**Run 1: routed metal, one colour a layer**

Drawn at 2 px/um.
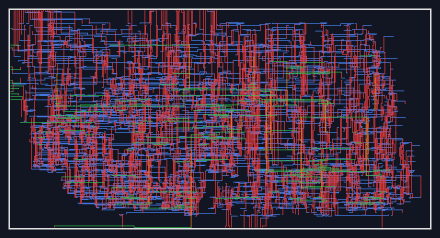
**Run 1: register map, names as in the netlist**

Drawn at 1.5 px/um.
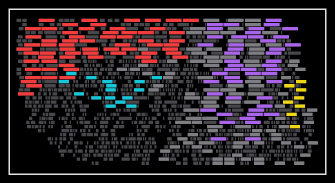
**Run 1: nets reached from selected ports**

Drawn at 3 px/um.
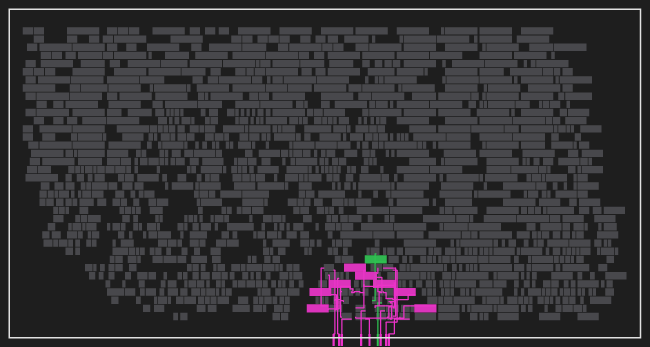
**Run 1: gate-type map**

Drawn at 2 px/um.
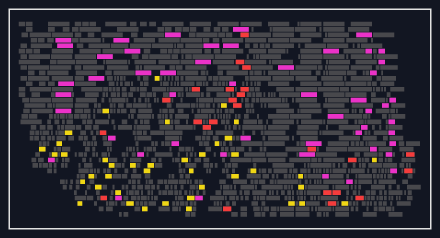
==> src/rtl/uart_monitor_mc.sv <==
// Multi-channel UART telemetry tap: snapshots N_CH signed values on a trigger and
// streams them as one ASCII line (fixed-width decimal or hex fields) over TX-only UART.
module uart_monitor_mc #(
  parameter int unsigned N_CH      = 4,
  parameter int unsigned VAL_W     = 16,
  parameter int unsigned CLK_DIV   = 217,
  parameter int unsigned STOP_BITS = 1,
  parameter int unsigned CRLF      = 0
) (
  input  logic                    clk,
  input  logic                    rst,
  input  logic                    i_en,
  input  logic                    i_hex,
  input  logic [N_CH*VAL_W-1:0]   i_vals,
  output logic                    o_busy,
  output logic [7:0]              o_drop_cnt,
  output logic                    o_uart_tx
);

  function automatic int unsigned dec_digits(input int unsigned w);
    longint unsigned v;
    int unsigned     n;
    v = 64'd1 << (w - 1);
    n = 0;
    while (v != 64'd0) begin
      v = v / 64'd10;
      n++;
    end
    return n;
  endfunction

  localparam int unsigned D     = dec_digits(VAL_W);
  localparam int unsigned H     = (VAL_W + 3) / 4;
  localparam int unsigned FMAX  = D + 1;
  localparam int unsigned POS_W = $clog2(FMAX + 1);
  localparam int unsigned CH_W  = $clog2(N_CH + 1);
  localparam int unsigned IDX_W = (N_CH > 1) ? $clog2(N_CH) : 1;
  localparam int unsigned NB    = 9 + STOP_BITS;
  localparam int unsigned SR_W  = 8 + STOP_BITS;
  localparam int unsigned BIT_W = $clog2(NB);
  localparam int unsigned DIV_W = $clog2(CLK_DIV);

  typedef enum logic [2:0] {S_IDLE, S_LOAD, S_CONV, S_SEND, S_TERM} state_t;

  state_t              state_q;
  logic                busy_q;
  logic [7:0]          drop_q;
  logic                hex_q;
  logic [VAL_W-1:0]    vals_q [N_CH];
  logic [CH_W-1:0]     cvt_ch_q;
  logic [CH_W-1:0]     snd_ch_q;
  logic [FMAX*8-1:0]   fld_q;
  logic [POS_W-1:0]    idx_q;
  logic                term_q;
  logic                term_sent_q;
  logic [7:0]          hold_q;
  logic                hold_v_q;

  logic                cv_busy_q;
  logic                cv_done_q;
  logic                cv_hex_q;
  logic                cv_neg_q;
  logic                cv_sign_q;
  logic [VAL_W-1:0]    cv_mag_q;
  logic [POS_W-1:0]    cv_cnt_q;
  logic [FMAX*8-1:0]   cv_buf_q;

  logic                tx_q;
  logic                tx_act_q;
  logic [SR_W-1:0]     tx_sr_q;
  logic [DIV_W-1:0]    div_q;
  logic [BIT_W-1:0]    bit_q;

  logic                cv_kick_d;
  logic                cv_take_d;
  logic                cv_last_d;
  logic [POS_W-1:0]    cv_pos_d;
  logic [VAL_W-1:0]    sel_val_d;
  logic [VAL_W-1:0]    mag_mod_d;
  logic [VAL_W-1:0]    mag_div_d;
  logic [3:0]          nib_d;
  logic [7:0]          cv_char_d;
  logic [VAL_W-1:0]    cv_mag_d;
  logic                cv_sign_d;
  logic                tx_bit_end_d;
  logic                tx_frame_end_d;
  logic                tx_take_d;

  // Converter prefetches the next channel whenever its result buffer is free
  assign cv_kick_d = (state_q == S_LOAD || state_q == S_CONV || state_q == S_SEND)
                     && !cv_busy_q && !cv_done_q && (cvt_ch_q < CH_W'(N_CH));
  assign cv_take_d = (state_q == S_CONV) && cv_done_q;
  assign sel_val_d = vals_q[IDX_W'(cvt_ch_q)];
  assign cv_last_d = cv_hex_q ? (cv_cnt_q == POS_W'(H - 1)) : (cv_cnt_q == POS_W'(D));
  assign cv_pos_d  = POS_W'(FMAX - 1) - cv_cnt_q;
  assign mag_mod_d = cv_mag_q % VAL_W'(10);
  assign mag_div_d = cv_mag_q / VAL_W'(10);
  assign nib_d     = cv_mag_q[3:0];

  // One character per cycle, filled from the rightmost field position leftwards
  always_comb begin
    cv_char_d = 8'h20;
    cv_mag_d  = cv_mag_q;
    cv_sign_d = cv_sign_q;
    if (cv_hex_q) begin
      cv_char_d = (nib_d < 4'd10) ? 8'h30 + 8'(nib_d) : 8'h37 + 8'(nib_d);
      cv_mag_d  = cv_mag_q >> 4;
    end else begin
      cv_mag_d = mag_div_d;
      if (cv_cnt_q == '0 || cv_mag_q != '0) begin
        cv_char_d = 8'h30 + 8'(mag_mod_d);
      end else if (!cv_sign_q) begin
        cv_char_d = cv_neg_q ? 8'h2D : 8'h20;
        cv_sign_d = 1'b1;
      end
    end
  end

  assign tx_bit_end_d   = (div_q == DIV_W'(CLK_DIV - 1));
  assign tx_frame_end_d = tx_act_q && tx_bit_end_d && (bit_q == BIT_W'(NB - 1));
  assign tx_take_d      = hold_v_q && (!tx_act_q || tx_frame_end_d);

  // Line sequencer: snapshot, field hand-off, separators and terminator
  always_ff @(posedge clk) begin
    if (rst) begin
      state_q     <= S_IDLE;
      busy_q      <= 1'b0;
      drop_q      <= 8'd0;
      hex_q       <= 1'b0;
      cvt_ch_q    <= '0;
      snd_ch_q    <= '0;
      idx_q       <= '0;
      term_q      <= 1'b0;
      term_sent_q <= 1'b0;
      hold_v_q    <= 1'b0;
      hold_q      <= 8'h00;
    end else begin
      if (tx_take_d) hold_v_q <= 1'b0;
      if (cv_kick_d) cvt_ch_q <= cvt_ch_q + 1'b1;
      if (i_en && state_q != S_IDLE && drop_q != 8'hFF) drop_q <= drop_q + 8'd1;
      case (state_q)
        S_IDLE: begin
          if (i_en) begin
            for (int unsigned k = 0; k < N_CH; k++) vals_q[k] <= i_vals[k*VAL_W +: VAL_W];
            hex_q       <= i_hex;
            busy_q      <= 1'b1;
            cvt_ch_q    <= '0;
            snd_ch_q    <= '0;
            term_q      <= 1'b0;
            term_sent_q <= 1'b0;
            state_q     <= S_LOAD;
          end
        end
        S_LOAD: state_q <= S_CONV;
        S_CONV: begin
          if (cv_done_q) begin
            fld_q   <= cv_buf_q;
            idx_q   <= hex_q ? POS_W'(FMAX - H) : '0;
            state_q <= S_SEND;
          end
        end
        S_SEND: begin
          if (!hold_v_q) begin
            if (idx_q != POS_W'(FMAX)) begin
              hold_q   <= fld_q[{idx_q, 3'b000} +: 8];
              hold_v_q <= 1'b1;
              idx_q    <= idx_q + 1'b1;
            end else if (snd_ch_q == CH_W'(N_CH - 1)) begin
              state_q <= S_TERM;
            end else begin
              hold_q   <= 8'h20;
              hold_v_q <= 1'b1;
              snd_ch_q <= snd_ch_q + 1'b1;
              state_q  <= S_LOAD;
            end
          end
        end
        S_TERM: begin
          if (!term_sent_q) begin
            if (!hold_v_q) begin
              hold_v_q <= 1'b1;
              if (CRLF != 0 && !term_q) begin
                hold_q <= 8'h0D;
                term_q <= 1'b1;
              end else begin
                hold_q      <= 8'h0A;
                term_sent_q <= 1'b1;
              end
            end
          end else if (!hold_v_q && !tx_act_q) begin
            busy_q  <= 1'b0;
            state_q <= S_IDLE;
          end
        end
        default: state_q <= S_IDLE;
      endcase
    end
  end

  // Binary to text: divide-by-10 per digit for decimal, nibble shift for hex
  always_ff @(posedge clk) begin
    if (rst) begin
      cv_busy_q <= 1'b0;
      cv_done_q <= 1'b0;
      cv_hex_q  <= 1'b0;
      cv_neg_q  <= 1'b0;
      cv_sign_q <= 1'b0;
      cv_cnt_q  <= '0;
      cv_mag_q  <= '0;
    end else begin
      if (cv_take_d) cv_done_q <= 1'b0;
      if (cv_kick_d) begin
        cv_busy_q <= 1'b1;
        cv_cnt_q  <= '0;
        cv_hex_q  <= hex_q;
        cv_neg_q  <= sel_val_d[VAL_W-1];
        cv_sign_q <= 1'b0;
        cv_mag_q  <= (hex_q || !sel_val_d[VAL_W-1]) ? sel_val_d : (~sel_val_d + VAL_W'(1));
      end else if (cv_busy_q) begin
        cv_buf_q[{cv_pos_d, 3'b000} +: 8] <= cv_char_d;
        cv_mag_q  <= cv_mag_d;
        cv_sign_q <= cv_sign_d;
        cv_cnt_q  <= cv_cnt_q + 1'b1;
        if (cv_last_d) begin
          cv_busy_q <= 1'b0;
          cv_done_q <= 1'b1;
        end
      end
    end
  end

  // UART serializer; a waiting byte starts right as the previous stop bit ends
  always_ff @(posedge clk) begin
    if (rst) begin
      tx_q     <= 1'b1;
      tx_act_q <= 1'b0;
      div_q    <= '0;
      bit_q    <= '0;
      tx_sr_q  <= '1;
    end else if (tx_take_d) begin
      tx_q     <= 1'b0;
      tx_sr_q  <= {{STOP_BITS{1'b1}}, hold_q};
      tx_act_q <= 1'b1;
      div_q    <= '0;
      bit_q    <= '0;
    end else if (tx_act_q) begin
      if (tx_bit_end_d) begin
        div_q <= '0;
        if (bit_q == BIT_W'(NB - 1)) begin
          tx_act_q <= 1'b0;
          tx_q     <= 1'b1;
        end else begin
          tx_q    <= tx_sr_q[0];
          tx_sr_q <= {1'b1, tx_sr_q[SR_W-1:1]};
          bit_q   <= bit_q + 1'b1;
        end
      end else begin
        div_q <= div_q + 1'b1;
      end
    end
  end

  assign o_busy     = busy_q;
  assign o_drop_cnt = drop_q;
  assign o_uart_tx  = tx_q;

endmodule

==> config.mk <==
export PLATFORM = sky130hd
export DESIGN_NAME = uart_monitor_mc
export DESIGN_NICKNAME = d
export VERILOG_FILES = /design/src/rtl/uart_monitor_mc.sv
export SDC_FILE = /design/constraint.sdc
export NUM_CORES = 1
export LEC_CHECK = 0
export ABC_CLOCK_PERIOD_IN_PS = 7900
export CAP_MARGIN = 0
export CORE_ASPECT_RATIO = 0.5
export CORE_MARGIN = 4
export CORE_UTILIZATION = 60
export DETAILED_ROUTE_END_ITERATION = 10
export MAX_ROUTING_LAYER = met4
export PLACE_DENSITY = 0.81
export REMOVE_ABC_BUFFERS = 1
export SLEW_MARGIN = 20
export SYNTH_ARGS = -nofsm -noshare
export SYNTH_HDL_FRONTEND = slang
export SYNTH_SLANG_ARGS = --single-unit
==> constraint.sdc <==
create_clock -name clk -period 7.9 [get_ports clk]
set_clock_uncertainty 0.1 [all_clocks]
set_input_delay 1.58 -clock clk [delete_from_list [all_inputs] [get_ports clk]]
set_output_delay 1.58 -clock clk [all_outputs]
set_load 0.02 [all_outputs]
==> run_results.csv, run 1 <==
group,metric,value,unit
logic_synthesis,synth_top_cell_by_area,"edfxtp_1",
clocking,cts-hold-fix-buffers,0,
clocking,cts_tree,"built",
global_route,antenna_found_initial,0,
clocking,clock_latency,0.51,ns
final_timing,layout_worst_path_cycle_share,81.8,%
logic_synthesis,synth_seq_share,52.0,%
logic_synthesis,ys.flop_type,"edfxtp_1",
placed_design,place_congestion,0.915,
layout,final_nets,1276,
critical_path,cp_max_fo,19,
critical_path,crit_chain,"nor3b_2 > nor3_2 > o221ai_2 > nor4_2 > a211o_1 > nor2_1 > o221ai_1 > o221ai_1 > nor2_1 > a311oi_2 > a31oi_1 > a41oi_2 > nor4b_1 > nor4_1 > a21oi_1 > o211ai_1 > nor2_1",
detailed_routing,drtPass1Iterations,5,
outcome,status,"complete, no violations",
clocking,ctsResizeCount,0,
critical_path,slowest_stage,"dfxtp_1",
min_path,whs_path_depth,0,
final_timing,hold_viol,0,
logic_synthesis,syn_area_per_cell,10.7,sq um
layout,antenna_cells,0,
clocking,path_clk_slew,0.07,ns
placed_design,port_buffers,77,
final_timing,setup_viol,0,
logic_synthesis,ys_cells,1141,
critical_path,cp.depth,17,
final_timing,hold_slack,0.321,ns
floorplan,rows,36,
critical_path,cp.required,8.03,ns
floorplan,dieArea,22900,sq um
floorplan,die_w,210,um
layout,fin_area,13800,sq um
layout,area_growth,12.6,%
critical_path,start_kind,"register",
global_route,grt_overflow_total,0,
final_timing,rsz0062_at_grt,"no",
final_timing,final.setup.tns,0,ns
logic_synthesis,synth.most_common_cell,"edfxtp_1",
final_timing,max_freq,0.155,GHz
Notes on 'routed metal, one colour a layer' above:
[metal 2] red | wire length: 14,400 um
[metal 4] orange | wire length: 379 um
[metal 1] blue | wire length: 12,600 um
[metal 3] green | wire length: 1,690 um

Notes on 'register map, names as in the netlist' above:
[`cv_mag_q`] cyan | flops: 16
[`fld_q`] purple | flops: 48
[`vals_q`] red | flops: 64
[`tx_sr_q`] yellow | flops: 8 | where: middle right
register area: 6370 sq um
sequential share of cell area: 46.2%

Notes on 'nets reached from selected ports' above:
[`o_busy`] green | bits: 1 | direction: output | end cells: 1 | wire: 33.1 um
[`o_drop_cnt`] magenta | bits: 8 | direction: output | end cells: 8 | wire: 321 um

Notes on 'gate-type map' above:
[fa/ha/maj cells] red | cells: 24 | most used: ha_1
[mux cells] magenta | cells: 51 | most used: mux4_2
[non-inverting ao/oa cells] yellow | cells: 41 | most used: o21a_1
combinational share of cell area: 39.6%
Final Instance Count excl. Fillers: 1,467
Top cell excl fill/tap: edfxtp_1

==> run 1: flip-flops by register name, indices dropped and copies added, names as in the netlist, 8 cells and up <==
register	count
vals_q	64
tx_sr_q	8
cv_mag_q	16
fld_q	48
cv_buf_q	48
div_q	8
o_drop_cnt	8
hold_q	8
==> run 1: cell families after synthesis <==
| logic type | Yosys count | synth area share (%) |
|---|---|---|
| DFF | 238 | 52.0 |
| buffers and inverters | 109 | 3.71 |
| muxes | 51 | 6.70 |
| adders and majority gates | 24 | 2.41 |
| and+or+nand+nor | 406 | 16.7 |
| AOI/OAI and AO/OA | 280 | 16.1 |
| xor gates and xnor gates | 32 | 2.29 |
| other | 1 | 0.0306 |
==> run 1: metal layers <==
metal  vias up  track usage (%)  routed length, um  part of all wire, %
met1      4584             33.7              12600                   43
met3        40             3.56               1690                  5.8
met5         -                -                  0                    0
met4         0             4.70                378                  1.3
met2       332             43.5              14400                   49
li1       4413                -                  -                    -
==> run 1: cells in the final DEF (no fill, tap or decap), types with 6 or more instances in the layout <==
master	synthesis	layout
nor3_1	27	25
inv_1	38	39
a2111oi_0	7	7
or4_1	7	7
o31ai_1	9	9
o211ai_1	14	14
conb_1	1	6
dfxtp_1	78	78
nand3_1	25	25
a21oi_1	67	67
mux2i_1	23	23
clkdlybuf4s50_1	0	76
nand2_1	89	89
clkbuf_16	0	21
nand2b_1	12	12
a211oi_1	10	10
o21ai_0	46	46
a31oi_1	8	8
nor2_1	141	141
ha_1	22	22
o21a_1	7	7
buf_4	3	9
and3_1	14	14
edfxtp_1	160	160
or3_1	7	7
nor4_1	11	11
and3b_1	6	6
xor2_1	14	14
nor3b_1	10	10
o22ai_1	13	13
a221oi_1	6	6
mux4_2	24	24
a22oi_1	13	13
nand4_1	12	12
xnor2_1	18	18
==> run 1: worst paths after layout <==
kind	start	endpoint	slack, ns
worst min-delay path	cv_buf_q[7]	fld_q[7]	0.32
worst max-delay path	cv_mag_q[15]	cv_buf_q[2]	1.44
worst min register to register	cv_buf_q[7]	fld_q[7]	0.32
worst max register to register	cv_mag_q[15]	cv_buf_q[2]	1.44
==> run 1: per-stage QoR <==
| stage | util [%] | cells |
|---|---|---|
| finish | 69.8 | 1467 |
| global route | 69.8 | 1467 |
| CTS | 69.8 | 1467 |
| detailed placement | 66.5 | 1429 |
| global placement | 66.5 | 1429 |
| floorplan | - | 1077 |
==> run 1: cell type report <==
cell class,count,area [sq um],area share (%)
multi-input combinational,799,5450,39.6
tap,266,333,2.42
timing repair buffer,86,833,6.05
clock inverter,11,63.8,0.463
inverter,40,150,1.09
sequential,238,6370,46.2
clock buffer,27,578,4.20
==> run 2: changes to the inputs <==
--- a/config.mk
+++ b/config.mk
@@ -5,14 +5,14 @@
 export SDC_FILE = /design/constraint.sdc
 export NUM_CORES = 1
 export LEC_CHECK = 0
-export ABC_CLOCK_PERIOD_IN_PS = 7900
+export ABC_CLOCK_PERIOD_IN_PS = 5300
 export CAP_MARGIN = 0
 export CORE_ASPECT_RATIO = 0.5
 export CORE_MARGIN = 4
-export CORE_UTILIZATION = 60
+export CORE_UTILIZATION = 54
 export DETAILED_ROUTE_END_ITERATION = 10
 export MAX_ROUTING_LAYER = met4
-export PLACE_DENSITY = 0.81
+export PLACE_DENSITY = 0.77
 export REMOVE_ABC_BUFFERS = 1
 export SLEW_MARGIN = 20
 export SYNTH_ARGS = -nofsm -noshare
==> constraint.sdc (replaced) <==
create_clock -name clk -period 5.3 [get_ports clk]
set_clock_uncertainty 0.1 [all_clocks]
set_input_delay 1.06 -clock clk [delete_from_list [all_inputs] [get_ports clk]]
set_output_delay 1.06 -clock clk [all_outputs]
set_load 0.02 [all_outputs]
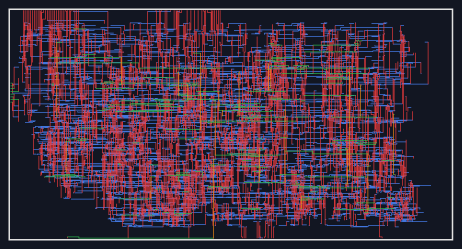
**Above:** run 2 (routed metal, one colour a layer).
Drawn at 2 px/um.
[metal 2] red | wire length: 15,800 um
[metal 3] green | wire length: 1,670 um
[metal 1] blue | wire length: 13,500 um
[metal 4] orange | wire length: 454 um
Via Count: 9,935
DRT Wirelength: 31.4 mm
WL/cell: 19.2 um
GRT Total Usage: 24.3%

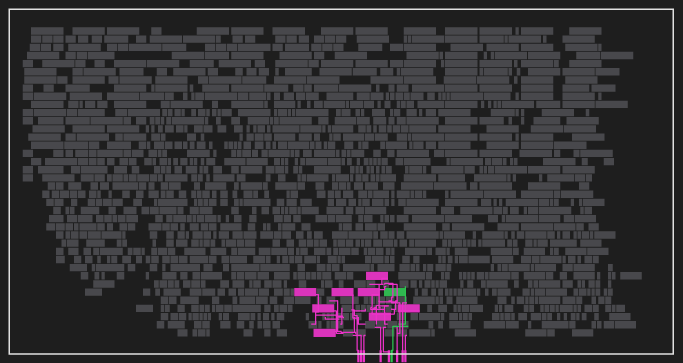
**Above:** run 2 (nets reached from selected ports).
Drawn at 3 px/um.
[`o_busy`] green | bits: 1 | direction: output | end cells: 1 | wire: 29.1 um
[`o_drop_cnt`] magenta | bits: 8 | direction: output | end cells: 8 | wire: 291 um
port bufs: 77
I/O pins: 78

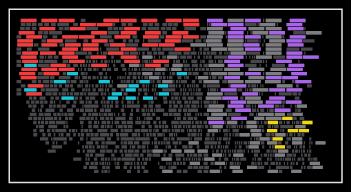
**Above:** run 2 (register map, names as in the netlist).
Drawn at 1.5 px/um.
[`tx_sr_q`] yellow | flops: 8
[`fld_q`] purple | flops: 48
[`cv_mag_q`] cyan | flops: 16
[`vals_q`] red | flops: 64

==> run 2 against run 1 <==
Compared with the run above:
- maximum frequency grew 22%
- worst setup slack worse by 1.4 ns
- synthesized cell count unchanged
- synthesized area is the same
- critical endpoint is now cv_buf_q[1]
- non-clock buffer count rose by 132
- first-iteration DRC count decreased by 16%
- critical path type unchanged
- largest cell class unchanged
- via count is 6.0% higher
==> run_results.csv, run 2 <==
group,metric,value,unit
outcome,status,"complete, no violations",
layout,largest_reg_flops,64,
layout,largest-register,"vals_q",
final_timing,setup_viol,0,
layout,lay_top_count,"edfxtp_1",
layout,top_regs,"vals_q: 64 flops, cv_buf_q: 48 flops, fld_q: 48 flops",
logic_synthesis,ys_sh_adder,2.41,%
detailed_routing,drtPass1Iterations,6,
final_timing,rsz0062_at_grt,"yes",
critical_path,slowest_stage,"dfxtp_4",
clocking,cts_tree,"built",
global_route,grt_overflow_total,0,
critical_path,start_kind,"register",
logic_synthesis,syn_area_per_cell,10.7,sq um
final_timing,maxSlewHeadroom,30.9,%
critical_path,cp-endpoint,"cv_buf_q[1]",
logic_synthesis,synth.most_common_cell,"edfxtp_1",
critical_path,rr_startpoint,"cv_mag_q[13]",
critical_path,reg2reg_setup_slack,0.02,ns
logic_synthesis,ys.flop_type,"edfxtp_1",
floorplan,dieArea,25300,sq um
layout,final_core_util,70.2,%
final_timing,max_freq,0.189,GHz
final_timing,final.setup.tns,0,ns
logic_synthesis,synth_top_cell_by_area,"edfxtp_1",
logic_synthesis,ys_sh_xor,2.29,%
global_route,grt_pass1_vias,9539,
placed_design,place_congestion,0.942,
layout,fin_area,15400,sq um
layout,layout.cells.non_filler,1635,
layout,antenna_cells,0,
clocking,cts-hold-fix-buffers,0,
clocking,clock_latency,0.51,ns
clocking,path_clk_slew,0.07,ns
global_route,antenna_found_initial,0,
critical_path,crit_chain,"or3b_4 > a22oi_2 > o21a_2 > a211oi_2 > o31a_1 > or2_1 > o32a_1 > o32a_1 > a32o_2 > nand4_1 > and2_4 > a41oi_2 > buf_6 > buf_12 > mux2i_4 > o221a_1 > and3b_4 > mux2_4 > nor3_2",
final_timing,layout_worst_path_cycle_share,99.7,%
logic_synthesis,logic_family,"simple AND/OR/NAND/NOR gates",
layout,lay_top_cells,"edfxtp_1, nor2_1, buf_4",
placed_design,placed_cells_incl_taps,1578,
layout,area_growth,26.0,%
critical_path,regToRegEndpoint,"cv_buf_q[1]",
final_timing,hold_slack,0.310,ns
layout,final_nets,1409,
logic_synthesis,simple_gate_share,16.7,%
logic_synthesis,ys_cells,1141,
logic_synthesis,synth_seq_share,52.0,%
logic_synthesis,aoi_share,16.1,%
floorplan,rows,38,
critical_path,startpoint,"cv_mag_q[13]",
critical_path,endpoint_kind,"register",
critical_path,cp_max_fo,8,
critical_path,worst_path_largest_cell_delay,0.41,ns
floorplan,die_w,221,um
logic_synthesis,ys_sh_mux,6.70,%
min_path,whs_path_depth,0,
==> run 2: cell counts after synthesis <==
No cell type changed its count.
==> run 2: worst max-delay path, delay by kind of cell (launching register included) <==
family / cells / cell delay [ns]
mux: 2 / 0.55
simple gates: 6 / 1.40
flops: 1 / 0.41
compound gates: 9 / 2.36
buf+inv: 2 / 0.30
==> run 2: worst min path at each step <==
stage / startpoint / endpoint / slack (ns)
after floorplan: cv_buf_q[0] / fld_q[0] / 0.30
final: cv_buf_q[19] / fld_q[19] / 0.31
after global placement: cv_buf_q[36] / fld_q[36] / 0.30
after global routing: cv_buf_q[13] / fld_q[13] / 0.33
after detailed placement: cv_buf_q[2] / fld_q[2] / 0.30
after CTS: cv_buf_q[19] / fld_q[19] / 0.31
==> run 2: logic make-up (layout without fill, tap and decap cells) <==
kind of cell / after synthesis / in the layout
and+or+nand+nor: 406 / 406
AOI/OAI and AO/OA: 280 / 280
DFF: 238 / 238
buffers and inverters: 109 / 298
muxes: 51 / 51
xor gates and xnor gates: 32 / 32
adders and majority gates: 24 / 24
other: 1 / 6
==> run 2: timing repair <==
item                                    in CTS  in global routing
resized                                     50                 77
setup buffers                                8                 10
gates cloned                                 0                  0
pin swaps                                   16                 30
endpoints found under the setup margin      24                 24
==> run 2: layout make-up <==
type	count	area (sq um)
repair buffers	218	1860
clock inverters	16	104
inverters	40	150
clock buffers	24	558
well taps	300	375
multi-input cells	799	5990
fillers	1542	6550
flip-flops and latches	238	6380
==> run 2: stage by stage <==
step           worst slack, ns
6_report                0.0166
5_1_grt                 -0.134
4_1_cts                0.00213
3_5_place_dp            -0.265
3_3_place_gp            -0.198
2_1_floorplan           -0.993
==> run 2: routing by layer <==
layer  global-route usage (%)  vias to the layer above  wire (um)
met1                     32.1                     4863      13500
met4                     4.74                        0        454
met3                     2.72                       52       1670
met2                     41.8                      351      15800
li1                         -                     4669          -
met5                        -                        -          0
